**src/rtl/nvme_buffer_reader_if.sv**
```systemverilog
// Handshake bundle for the NVMe buffer read engine: request channel, RAM read port,
// output beat stream and completion pulse. master = the reader, slave = its environment.
interface nvme_buffer_reader_if #(
  parameter int ADDR_BITS = 8,
  parameter int LEN_BITS  = 9
);
  logic                 req_valid;
  logic                 req_ready;
  logic [ADDR_BITS-1:0] req_addr;
  logic [LEN_BITS-1:0]  req_len;
  logic [3:0]           req_first_be;
  logic [3:0]           req_last_be;

  logic                 ram_re;
  logic [ADDR_BITS-1:0] ram_raddr;
  logic [127:0]         ram_dout;

  logic                 m_valid;
  logic                 m_ready;
  logic [127:0]         m_data;
  logic [3:0]           m_keep;
  logic                 m_last;

  logic                 done;

  modport master (
    input  req_valid, req_addr, req_len, req_first_be, req_last_be,
    input  ram_dout, m_ready,
    output req_ready, ram_re, ram_raddr,
    output m_valid, m_data, m_keep, m_last, done
  );

  modport slave (
    output req_valid, req_addr, req_len, req_first_be, req_last_be,
    output ram_dout, m_ready,
    input  req_ready, ram_re, ram_raddr,
    input  m_valid, m_data, m_keep, m_last, done
  );
endinterface

```
**src/rtl/nvme_buffer_reader.sv**
```systemverilog
// Read-side drain engine: issues buffer RAM reads for a line-range request and streams
// the lines out through a 2-entry FIFO that absorbs the RAM's one-cycle read latency.
//
// state    | meaning
// IDLE     | waiting for a request; req_ready high unless done is pulsing
// READ     | issuing RAM reads under the FIFO credit rule
// DRAIN    | all reads issued; waiting for the m_last handshake
module nvme_buffer_reader #(
  parameter int ADDR_BITS = 8,
  parameter int LEN_BITS  = 9
) (
  input logic                 clk,
  input logic                 rst_n,
  nvme_buffer_reader_if.master bus
);

  localparam logic [1:0] ST_IDLE  = 2'd0;
  localparam logic [1:0] ST_READ  = 2'd1;
  localparam logic [1:0] ST_DRAIN = 2'd2;

  logic [1:0]           state_q, state_d;
  logic                 done_q, done_d;
  logic [ADDR_BITS-1:0] addr_q;
  logic [LEN_BITS-1:0]  len_q;
  logic [LEN_BITS-1:0]  idx_q;
  logic [3:0]           first_be_q;
  logic [3:0]           last_be_q;

  logic                 infl_q;
  logic [3:0]           infl_keep_q;
  logic                 infl_last_q;

  logic [127:0]         fifo_data_q [2];
  logic [3:0]           fifo_keep_q [2];
  logic                 fifo_last_q [2];
  logic                 wr_ptr_q;
  logic                 rd_ptr_q;
  logic [1:0]           count_q;

  logic                 accept;
  logic                 pop;
  logic [2:0]           credit;
  logic                 ram_re;
  logic                 is_last_rd;
  logic [3:0]           rd_keep;
  logic [127:0]         push_data;

  assign accept     = (state_q == ST_IDLE) && !done_q && bus.req_valid;
  assign pop        = (count_q != 2'd0) && bus.m_ready;
  // Slots already committed (stored + arriving) minus the one leaving this cycle.
  assign credit     = {1'b0, count_q} + {2'b00, infl_q} - {2'b00, pop};
  assign ram_re     = (state_q == ST_READ) && (credit < 3'd2);
  assign is_last_rd = (idx_q == len_q - LEN_BITS'(1));

  always_comb begin
    rd_keep = 4'hF;
    if (len_q == LEN_BITS'(1))
      rd_keep = first_be_q & last_be_q;
    else if (idx_q == '0)
      rd_keep = first_be_q;
    else if (is_last_rd)
      rd_keep = last_be_q;
  end

  always_comb begin
    push_data = '0;
    for (int i = 0; i < 4; i++)
      push_data[32*i +: 32] = infl_keep_q[i] ? bus.ram_dout[32*i +: 32] : 32'h0;
  end

  always_comb begin
    state_d = state_q;
    done_d  = 1'b0;
    case (state_q)
      ST_IDLE: begin
        if (accept) begin
          if (bus.req_len == '0) done_d  = 1'b1;
          else                   state_d = ST_READ;
        end
      end
      ST_READ: begin
        if (ram_re && is_last_rd) state_d = ST_DRAIN;
      end
      ST_DRAIN: begin
        if (pop && fifo_last_q[rd_ptr_q]) begin
          done_d  = 1'b1;
          state_d = ST_IDLE;
        end
      end
      default: state_d = ST_IDLE;
    endcase
  end

  always_ff @(posedge clk or negedge rst_n) begin
    if (!rst_n) begin
      state_q        <= ST_IDLE;
      done_q         <= 1'b0;
      addr_q         <= '0;
      len_q          <= '0;
      idx_q          <= '0;
      first_be_q     <= '0;
      last_be_q      <= '0;
      infl_q         <= 1'b0;
      infl_keep_q    <= '0;
      infl_last_q    <= 1'b0;
      fifo_data_q[0] <= '0;
      fifo_data_q[1] <= '0;
      fifo_keep_q[0] <= '0;
      fifo_keep_q[1] <= '0;
      fifo_last_q[0] <= 1'b0;
      fifo_last_q[1] <= 1'b0;
      wr_ptr_q       <= 1'b0;
      rd_ptr_q       <= 1'b0;
      count_q        <= '0;
    end else begin
      state_q <= state_d;
      done_q  <= done_d;

      if (accept && bus.req_len != '0) begin
        addr_q     <= bus.req_addr;
        len_q      <= bus.req_len;
        idx_q      <= '0;
        first_be_q <= bus.req_first_be;
        last_be_q  <= bus.req_last_be;
      end else if (ram_re) begin
        addr_q <= addr_q + ADDR_BITS'(1);
        idx_q  <= idx_q + LEN_BITS'(1);
      end

      infl_q <= ram_re;
      if (ram_re) begin
        infl_keep_q <= rd_keep;
        infl_last_q <= is_last_rd;
      end

      if (infl_q) begin
        fifo_data_q[wr_ptr_q] <= push_data;
        fifo_keep_q[wr_ptr_q] <= infl_keep_q;
        fifo_last_q[wr_ptr_q] <= infl_last_q;
        wr_ptr_q              <= ~wr_ptr_q;
      end
      if (pop) rd_ptr_q <= ~rd_ptr_q;

      count_q <= count_q + {1'b0, infl_q} - {1'b0, pop};
    end
  end

  assign bus.req_ready = (state_q == ST_IDLE) && !done_q;
  assign bus.ram_re    = ram_re;
  assign bus.ram_raddr = addr_q;
  assign bus.m_valid   = (count_q != 2'd0);
  assign bus.m_data    = fifo_data_q[rd_ptr_q];
  assign bus.m_keep    = fifo_keep_q[rd_ptr_q];
  assign bus.m_last    = fifo_last_q[rd_ptr_q];
  assign bus.done      = done_q;

endmodule

```
**src/flat_wrapper.sv**
```systemverilog
// flat-port wrapper written by rule: the top's interface ports become plain ports
module nvme_buffer_reader_flat 
#(
  parameter int ADDR_BITS = 8,
  parameter int LEN_BITS  = 9
)
  (clk, rst_n, bus_req_valid, bus_req_addr, bus_req_len, bus_req_first_be, bus_req_last_be, bus_ram_dout, bus_m_ready, bus_req_ready, bus_ram_re, bus_ram_raddr, bus_m_valid, bus_m_data, bus_m_keep, bus_m_last, bus_done);
  nvme_buffer_reader_if #(.ADDR_BITS(ADDR_BITS), .LEN_BITS(LEN_BITS)) bus_i ();
  input logic clk;
  input logic rst_n;
  input wire logic [$bits(bus_i.req_valid)-1:0] bus_req_valid;
  input wire logic [$bits(bus_i.req_addr)-1:0] bus_req_addr;
  input wire logic [$bits(bus_i.req_len)-1:0] bus_req_len;
  input wire logic [$bits(bus_i.req_first_be)-1:0] bus_req_first_be;
  input wire logic [$bits(bus_i.req_last_be)-1:0] bus_req_last_be;
  input wire logic [$bits(bus_i.ram_dout)-1:0] bus_ram_dout;
  input wire logic [$bits(bus_i.m_ready)-1:0] bus_m_ready;
  output wire logic [$bits(bus_i.req_ready)-1:0] bus_req_ready;
  output wire logic [$bits(bus_i.ram_re)-1:0] bus_ram_re;
  output wire logic [$bits(bus_i.ram_raddr)-1:0] bus_ram_raddr;
  output wire logic [$bits(bus_i.m_valid)-1:0] bus_m_valid;
  output wire logic [$bits(bus_i.m_data)-1:0] bus_m_data;
  output wire logic [$bits(bus_i.m_keep)-1:0] bus_m_keep;
  output wire logic [$bits(bus_i.m_last)-1:0] bus_m_last;
  output wire logic [$bits(bus_i.done)-1:0] bus_done;
  assign bus_i.req_valid = bus_req_valid;
  assign bus_i.req_addr = bus_req_addr;
  assign bus_i.req_len = bus_req_len;
  assign bus_i.req_first_be = bus_req_first_be;
  assign bus_i.req_last_be = bus_req_last_be;
  assign bus_i.ram_dout = bus_ram_dout;
  assign bus_i.m_ready = bus_m_ready;
  assign bus_req_ready = bus_i.req_ready;
  assign bus_ram_re = bus_i.ram_re;
  assign bus_ram_raddr = bus_i.ram_raddr;
  assign bus_m_valid = bus_i.m_valid;
  assign bus_m_data = bus_i.m_data;
  assign bus_m_keep = bus_i.m_keep;
  assign bus_m_last = bus_i.m_last;
  assign bus_done = bus_i.done;
  nvme_buffer_reader #(.ADDR_BITS(ADDR_BITS), .LEN_BITS(LEN_BITS)) u_core (.clk(clk), .rst_n(rst_n), .bus(bus_i));
endmodule
```
**config.mk**
```make
export PLATFORM = sky130hd
export DESIGN_NAME = nvme_buffer_reader_flat
export DESIGN_NICKNAME = d
export VERILOG_FILES = /design/src/rtl/nvme_buffer_reader_if.sv /design/src/rtl/nvme_buffer_reader.sv /design/src/flat_wrapper.sv
export SDC_FILE = /design/constraint.sdc
export NUM_CORES = 1
export LEC_CHECK = 0
export CAP_MARGIN = 20
export CORE_MARGIN = 4
export CORE_UTILIZATION = 45
export CTS_CLUSTER_SIZE = 8
export DETAILED_ROUTE_END_ITERATION = 6
export PLACE_DENSITY = 0.77
export SYNTH_ARGS = -nofsm -noshare
export SYNTH_HDL_FRONTEND = slang
export SYNTH_SLANG_ARGS = --single-unit
export TNS_END_PERCENT = 5
```
**constraint.sdc**
```tcl
create_clock -name clk -period 6.8 [get_ports clk]
set_input_delay 0.68 -clock clk [delete_from_list [all_inputs] [get_ports clk]]
set_output_delay 0.68 -clock clk [all_outputs]
set_load 0.01 [all_outputs]
```
Run 1, M2 wires:
Drawn at 2 px/µm.
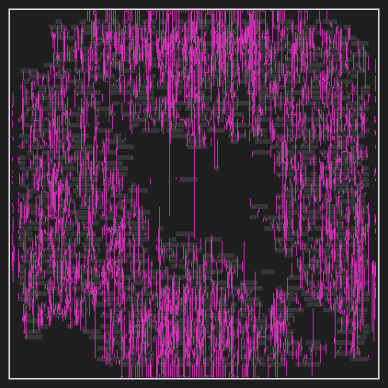
- longest straight run: 74.5 µm
- main direction: vertical
overall routed net length: 35.5 mm
GR Layer Usage met2: 33.8%
Vias: 10,900

Run 1, clock distribution:
Drawn at 3 px/µm.
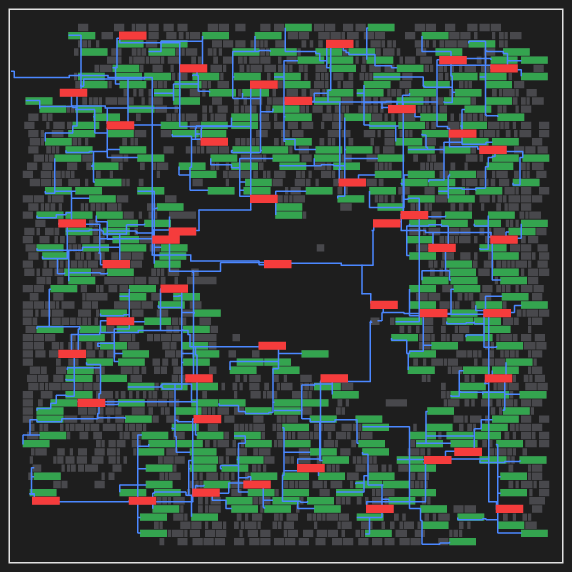
- red: clock drivers (count 45)
- blue: clock wires (length 4,100 µm)
- green: flip-flops (count 313)
- flops lie: widely spread
- routed clock nets: 46
Clock power frac: 22.5%
P_clk: 1.95 mW
clock skew after layout: 9.24 ps
clk_lat worst skew: 520 ps

==> design notes, run 1 <==
The tools report the via count of the first global-routing pass as 11,200. The main area contributors are dfrtp_1 (56%), mux2_2 (13%), nand2_1 (11%). Dividing the detail-routed via count by the number of cells gives 5.28. The cell sitting at the root of the clock tree is a clkbuf_16. For this run, the chip area from Yosys synthesis comes to 13,900 µm². The post-route clock period utilization was 70.4%; the transition at the pin with the smallest max-transition slack was 1050 ps. The number of hold-repair buffers added at the cts stage is 0, and the initial antenna violation count is 0.

The number of synthesized register bits is 313, and the required time of the critical path is 6120 ps. Looking at the worst setup and hold paths, the clock pins of their registers show a slew of 50 ps. The number of enable flip-flop cells came out at 0. The run gives 17 for the maximum fanout along the worst path.

In this run the remaining antenna-violating nets after routing total 0. The start-to-end type of the worst setup path is reg2out. The placed instances occupy a cell area of 17,200 µm². In this run the static leakage power is 8.16 nW. With the final routed wire length divided by cell count at 17.2 µm, the power density over cell area is 472 nW/µm². TritonCTS built the clock tree. The number of nets handed over by synthesis was 1,560.

The run finished with clean final reports. Setup repair after global routing left no endpoint under its margin. The highest clock rate this design can be run at is 209 MHz.

A synthesized cell averages 9.99 µm². The die covers 33,900 µm². The number of maximum-capacitance violations is 0, and the number of nets in the finished design is 1,823. The most common cell after layout, fill and taps aside was nand2_1.

The layout report lists the multi-input gate area as 5650 µm². The region available for standard cell placement spans 30,600 µm². The logs give 2,507 for the number of inserted filler cells in the final layout and 749 for the violation count after the first detailed-routing iteration. The critical path arrival was 4110 ps.

With the synthesized area at 13,900 µm², the CTS H-tree depth is 2. The routed layout reports a DRC error count of 0. The post-CTS setup repair buffer count is 0.

Counting distinct cell types in the post-synthesis netlist gives 52. The top cell types in the final layout, fill and taps aside, are nand2_1 (406), dfrtp_1 (312), clkdlybuf4s50_1 (300). Per the layout area report, the register area comes to 7840 µm². The first global-routing pass estimated 57.7 mm of wire. The antenna diode count was 0. The highest supply drop recorded on VDD is 0.313 mV.
Run 1, the clock network:
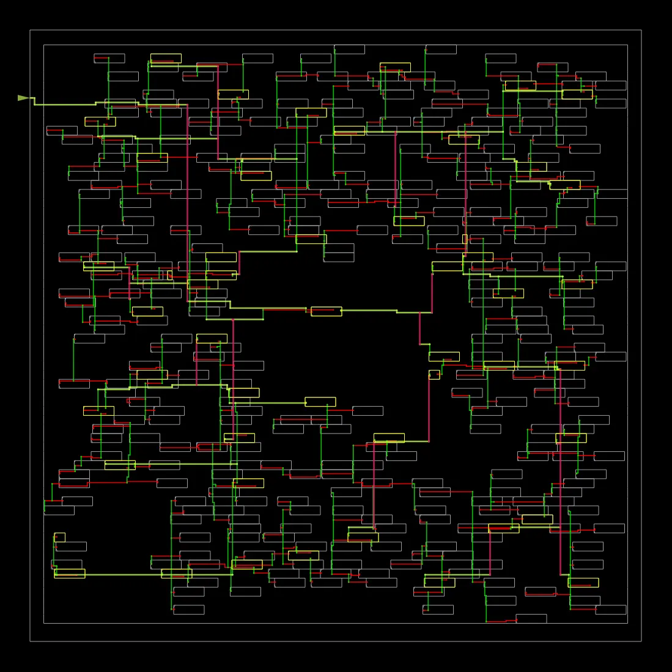
number of clock sinks: 313
clock buffer count: 49

Run 1, pin map:
Drawn at 1.5 px/µm. Pins as bars across the die edge, other pins in gray.
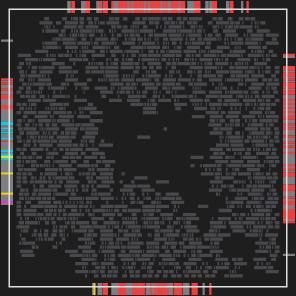
- yellow: `bus_req_last_be` (pins 4; direction input; edge 3 left, 1 bottom)
- cyan: `bus_req_addr` (pins 8; direction input; edge left)
- red: `bus_m_data` (pins 128; direction output; edge 47 top, 39 right, 33 bottom, 9 left)
- magenta: `bus_done` (pins 1; direction output; edge left)
number of port buffers: 301
Die Wd: 184 µm
DIE HEIGHT: 184 µm

## run 1: path summary, 6_finish.rpt
kind	endpoint	slack [ps]	startpoint
max	bus_ram_re	2010	u_core.count_q[1]
min	u_core.fifo_data_q[123]	230	rst_n
max reg2reg	u_core.infl_keep_q[1]	3140	u_core.count_q[1]
min reg2reg	u_core.fifo_data_q[187]	470	u_core.fifo_data_q[187]
max in group asynchronous	u_core.rd_ptr_q	5270	rst_n
min in group clk	u_core.fifo_data_q[187]	470	u_core.fifo_data_q[187]
## run 1: metrics by stage
step	hold slack, ps	instances	worst slack (ps)	total power [mW]	util (%)
after global routing	307	2058	1770	9.30	60.2
after detailed placement	464	2005	2180	6.77	56.1
final	230	2058	2010	8.69	60.2
after CTS	258	2056	1980	8.77	60.1
after floorplan	384	1395	3570	5.14	-
after global placement	455	2005	2300	6.64	56.1
## run 1: worst max-delay path: stages (launching register included)
cell	delay (ps)
dfrtp_1	390
or2_2	320
and2_1	210
ha_1	300
inv_1	40
ha_1	180
fa_1	450
nor3b_1	290
nand2_1	410
inv_2	400
clkdlybuf4s50_1	610
## run 1: state kept, by name, indices dropped and copies added (netlist names)
name	cells
u_core.fifo_data_q	256
u_core.last_be_q	4
u_core.count_q	2
u_core.rd_ptr_q	1
u_core.infl_q	1
u_core.infl_last_q	1
u_core.bus.ram_raddr	8
u_core.first_be_q	4
u_core.idx_q	9
u_core.fifo_keep_q	8
u_core.state_q	2
u_core.infl_keep_q	4
u_core.bus.done	1
u_core.fifo_last_q	2
u_core.len_q	9
u_core.wr_ptr_q	1
## run 1: layer usage
layer	GRT usage, %	part of all wire [%]	routed length (µm)
met1	27.2	42	14900
met2	33.8	48	17200
met3	4.73	6.3	2240
met4	6.89	3.3	1160
met5	0	0	0
## run 1: Yosys cell counts, drive strengths merged (9+ instances only)
cell type  instances
buf               27
clkbuf            73
dfrtp            313
inv               15
mux2             157
nand2            407
nor2              14
nor3              10
o21ai            270
xnor2             15
xor2               9
## run 1: cell families after synthesis
kind of cell | Yosys count | synth area share, %
adders and majority gates | 8 | 0.772
xor gates and xnor gates | 24 | 1.51
buffers and inverters | 115 | 3.37
and+or+nand+nor | 479 | 14.1
DFF | 313 | 56.2
AOI/OAI and AO/OA | 299 | 11.4
muxes | 157 | 12.7
## run 1: area by class of cell
cell class,instances,share of cell area [%]
clock buffer,49,6.42
clock inverter,2,0.0951
inverter,15,0.306
multi-input combinational,967,30.7
sequential,313,42.5
tap,396,2.69
timing repair buffer,316,17.3
## run 1: power breakdown
group,switching [mW],leakage (nW),internal [mW],total [mW]
Sequential,0.489,4.07,2.58,3.07
Clock,0.747,0.590,1.21,1.95
Combinational,1.84,3.50,1.82,3.67
Total,3.08,8.16,5.61,8.69
==> inputs of run 2 (changes only) <==
Clock period 6.8 ns to 4.5 ns, I/O delays scaled along.
Run 2, the clock network:
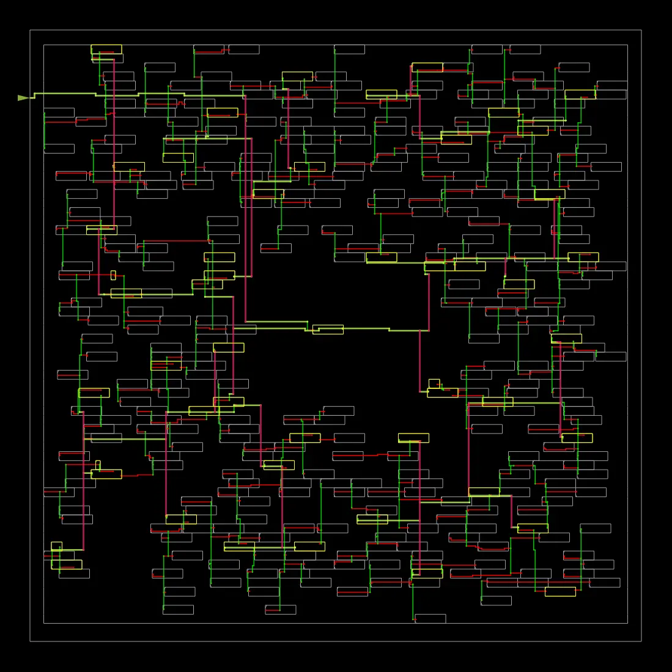
number of buffers created by CTS: 45
P_clk: 2.94 mW
clock skew after layout: 16.8 ps
sequential cell count: 313

==> run 2 against run 1 <==
Effect of this change:
- first-iteration DRC count is 2.8% lower
- synthesized cell count unchanged
- clock skew up 7.5 ps
- critical path type unchanged
- critical endpoint unchanged
- largest cell class unchanged
- highest routed layer unchanged
==> design notes, run 2 <==
Most used cells in the layout excluding fill and tap cells: nand2_1 (406), dfrtp_1 (312), clkdlybuf4s50_1 (300) (unchanged). Start-to-end type of the worst setup path: reg2out (unchanged). The antenna diode count came out at 0 (unchanged).

CTS sink count: 313 (unchanged). The tools report the library cell used as clock root buffer as clkbuf_16 (unchanged). The power dissipated by switching net loads was 4.69 mW (was 3.08 mW); the synthesized area was 13,900 µm² (unchanged).

The critical path's largest stage delay came out at 600 ps (was 610 ps). The library cell with the highest instance count after synthesis is nand2_1 (unchanged). Worst-case vdd ir drop: 0.416 mV (was 0.313 mV). The share of the synthesized netlist area taken by xor and xnor gates came out at 1.51% (unchanged). The count of buffer and inverter cells on the critical path came out at 3 (unchanged). The post-detailed-route count of antenna-violating nets is 0 (unchanged), and the ratio of routed vias to standard cells is 5.26 (was 5.28). For the chip area, the log shows 33,900 µm² (unchanged).

The cell leakage power came out at 8.16 nW (about the same). Number of non-filler instances in the completed layout: 2,058 (unchanged). The run finished with clean final reports. The run gives 48.4 ps (was 230 ps) for the smallest hold slack. The run gives 36.1 mm (was 35.5 mm) for the detailed-route wire length. The cell family with the largest share of critical-path delay was adder cells (was simple AND/OR/NAND/NOR gates). With the number of hold-repair buffers added at the cts stage at 0 (unchanged), the least setup slack across all paths after layout is 354 ps (was 2010 ps).
## run 2: cells by family after synthesis
family | count (synthesis)
AND/OR/NAND/NOR | 479
AND-OR/OR-AND | 299
adder cells (fa/ha/maj) | 8
buffers and inverters | 115
flip-flops | 313
XOR/XNOR | 24
multiplexers | 157
## run 2: path summary, 6_finish.rpt
kind | from | endpoint | slack (ps) | depth (start not counted)
worst max-delay path | u_core.count_q[1] | bus_ram_re | 350 | 10
worst min-delay path | rst_n | u_core.fifo_data_q[123] | 50 | 1
worst max register to register | u_core.count_q[1] | u_core.infl_keep_q[3] | 1260 | 12
worst min register to register | u_core.fifo_data_q[38] | u_core.fifo_data_q[38] | 470 | 2
max in group asynchronous | rst_n | u_core.fifo_data_q[67] | 3360 | 2
min in group clk | u_core.fifo_data_q[38] | u_core.fifo_data_q[38] | 470 | 2
## run 2: routing by layer
layer	part of all wire [%]	wire, µm	global-route usage, %
met1	42	15200	27.4
met2	49	17800	35.5
met3	5.1	1850	3.96
met4	3.4	1230	7.19
met5	0	0	0
## run 2: area by class of cell
class                           instances  area share (%)
Sequential cell                       313            42.5
Timing Repair Buffer                  316            17.3
Clock inverter                          2          0.0950
Clock buffer                           49            6.42
Inverter                               15           0.305
Tap cell                              396            2.69
Multi-Input combinational cell        967            30.7
## run 2: power groups by stage
stage	Clock, mW	Combinational [mW]	Sequential, mW
6_report	2.94	5.61	4.66
5_1_grt	3.13	6.19	4.80
4_1_cts	3.01	5.68	4.65
3_5_place_dp	0	5.64	4.68
3_3_place_gp	0	5.50	4.61
2_1_floorplan	0	3.41	4.36
==> inputs of run 3 (changes only) <==
Settings changed: SLEW_MARGIN from default to 15.
Run 3, clock distribution:
Drawn at 3 px/µm.
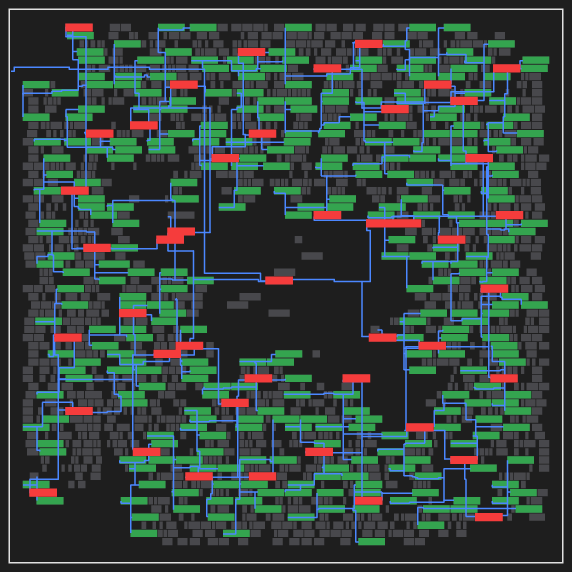
- green: flip-flops (count 313)
- red: clock drivers (count 45)
- blue: clock wires (length 3,950 µm)
- flops lie: widely spread
Clock power frac: 22.2%

==> run 3 against run 2 <==
Effect of this change:
- largest power group unchanged
- sequential share of layout area unchanged
- critical path depth unchanged
- cell count unchanged
- synthesized cell count unchanged
- clock power about the same
- power unchanged
- core utilization unchanged
==> design notes, run 3 <==
The run finished with clean final reports. Critical path arrival: 3700 ps (about the same). The most flop-heavy register was u_core.fifo_data_q (unchanged).

The run gives 16.8 ps (unchanged) as the worst clock skew. The library cell used as clock root buffer is clkbuf_16 (unchanged). The required time of the critical path is 4050 ps (about the same). Endpoint of the worst-slack reg-to-reg timing path: u_core.infl_keep_q[3] (unchanged). The flip-flop count of the largest register after layout is 256 (unchanged).

The tools report the total vias in the final route as 10,800 (unchanged). Number of clock buffers inserted by TritonCTS: 45 (unchanged). The run gives 33,900 µm² (unchanged) as the chip area. The tools report the violation count after the first detailed-routing iteration as 728 (unchanged). The average cell area after synthesis was 9.99 µm² (unchanged); the transition at the pin with the smallest max-transition slack was 1010 ps (unchanged). The final routed wire length divided by cell count is 17.5 µm (unchanged). For the post-synth net total, the log shows 1,560 (unchanged).

Cell chain of the critical path: or2_2 -> and2_1 -> ha_1 -> inv_1 -> ha_1 -> fa_1 -> nor3b_1 -> nand2_1 -> inv_2 -> clkdlybuf4s50_1 (unchanged). Flop-to-flop setup slack: 1260 ps (about the same). The run gives 13,900 µm² (unchanged) for the synthesized area. The tools report the number of hold-repair buffers added at the cts stage as 0 (unchanged). The tally of unique sky130hd cells used after synthesis came out at 52 (unchanged). For the internal power, the log shows 8.52 mW (unchanged). Highest-delay cell along the critical path: clkdlybuf4s50_1 (unchanged). The length in cells of the worst reg-to-reg path was 12 (unchanged). The highest achievable clock rate was 241 MHz (unchanged). The cell family with the largest share of critical-path delay is adder cells (unchanged).

The run gives 0 (unchanged) for the number of enable flip-flop cells. The switching power share of the total works out to 35.5% (unchanged). The number of nets in the finished design was 1,823 (unchanged); the footprint of the flip-flops and latches was 7840 µm² (unchanged). The area of the core is 30,600 µm² (unchanged). The fraction of power consumed by combinational cells was 42.5% (about the same). The run gives 0 (unchanged) for the number of maximum-capacitance violations.

For the worst-case vdd ir drop, the log shows 0.416 mV (unchanged). The tools report the worst reg2reg path startpoint as u_core.count_q[1] (unchanged). The clock input transition at the sequential cells of the worst setup and hold paths was 50 ps (about the same).

The start-to-end type of the worst setup path is reg2out (unchanged).
[run 3: cell counts in the layout (fill, tap and decap cells not counted)]
Identical to the previous run, type by type.
[run 3: power groups by stage]
stage	clock (mW)	combinational, mW	sequential [mW]
6_report	2.94	5.61	4.66
3_5_place_dp	0	5.64	4.68
3_3_place_gp	0	5.50	4.61
5_1_grt	3.13	6.19	4.80
2_1_floorplan	0	3.41	4.36
4_1_cts	3.01	5.68	4.65
[run 3: worst max-delay path by stage]
| stage | end | startpoint | cells after the start | slack (ps) |
|---|---|---|---|---|
| floorplan | u_core.idx_q[6] | u_core.count_q[1] | 13 | 1500 |
| finish | bus_ram_re | u_core.count_q[1] | 10 | 350 |
| detailed placement | bus_ram_re | bus_m_ready | 10 | 750 |
| CTS | bus_ram_re | u_core.count_q[1] | 10 | 340 |
| global route | bus_ram_re | u_core.count_q[1] | 10 | 170 |
| global placement | bus_ram_re | bus_m_ready | 10 | 860 |
[run 3: cell families (layout without fill, tap and decap cells)]
kind of cell	after synthesis	in the layout	share of synthesized area, %
AOI/OAI and AO/OA	299	299	11.4
muxes	157	157	12.7
and+or+nand+nor	479	479	14.1
buffers and inverters	115	382	3.37
adders and majority gates	8	8	0.772
xor gates and xnor gates	24	24	1.51
DFF	313	313	56.2
[run 3: per-layer routing]
layer	part of all wire, %	vias to the layer above	global-route usage (%)
met5	0	-	0
met4	3.4	0	7.19
met3	5.1	83	3.96
met2	49	271	35.5
met1	42	5273	27.4
li1	-	5206	-
[run 3: stage by stage]
stage | total power [mW] | area [µm²] | setup WS [ps] | util [%] | cells
after floorplan | 7.77 | 13900 | 1500 | - | 1395
after CTS | 13.3 | 18400 | 337 | 60.3 | 2058
after global placement | 10.1 | 17200 | 861 | 56.3 | 2007
after global routing | 14.1 | 18400 | 170 | 60.3 | 2058
after detailed placement | 10.3 | 17200 | 749 | 56.3 | 2007
final | 13.2 | 18400 | 354 | 60.3 | 2058
[run 3: layout make-up]
cell class                      count  area share (%)
Clock buffer                       49            6.42
Clock inverter                      2          0.0950
Inverter                           15           0.305
Multi-Input combinational cell    967            30.7
Sequential cell                   313            42.5
Tap cell                          396            2.69
Timing Repair Buffer              316            17.3
No activity file was given, so power comes from the tool's default toggle rates.
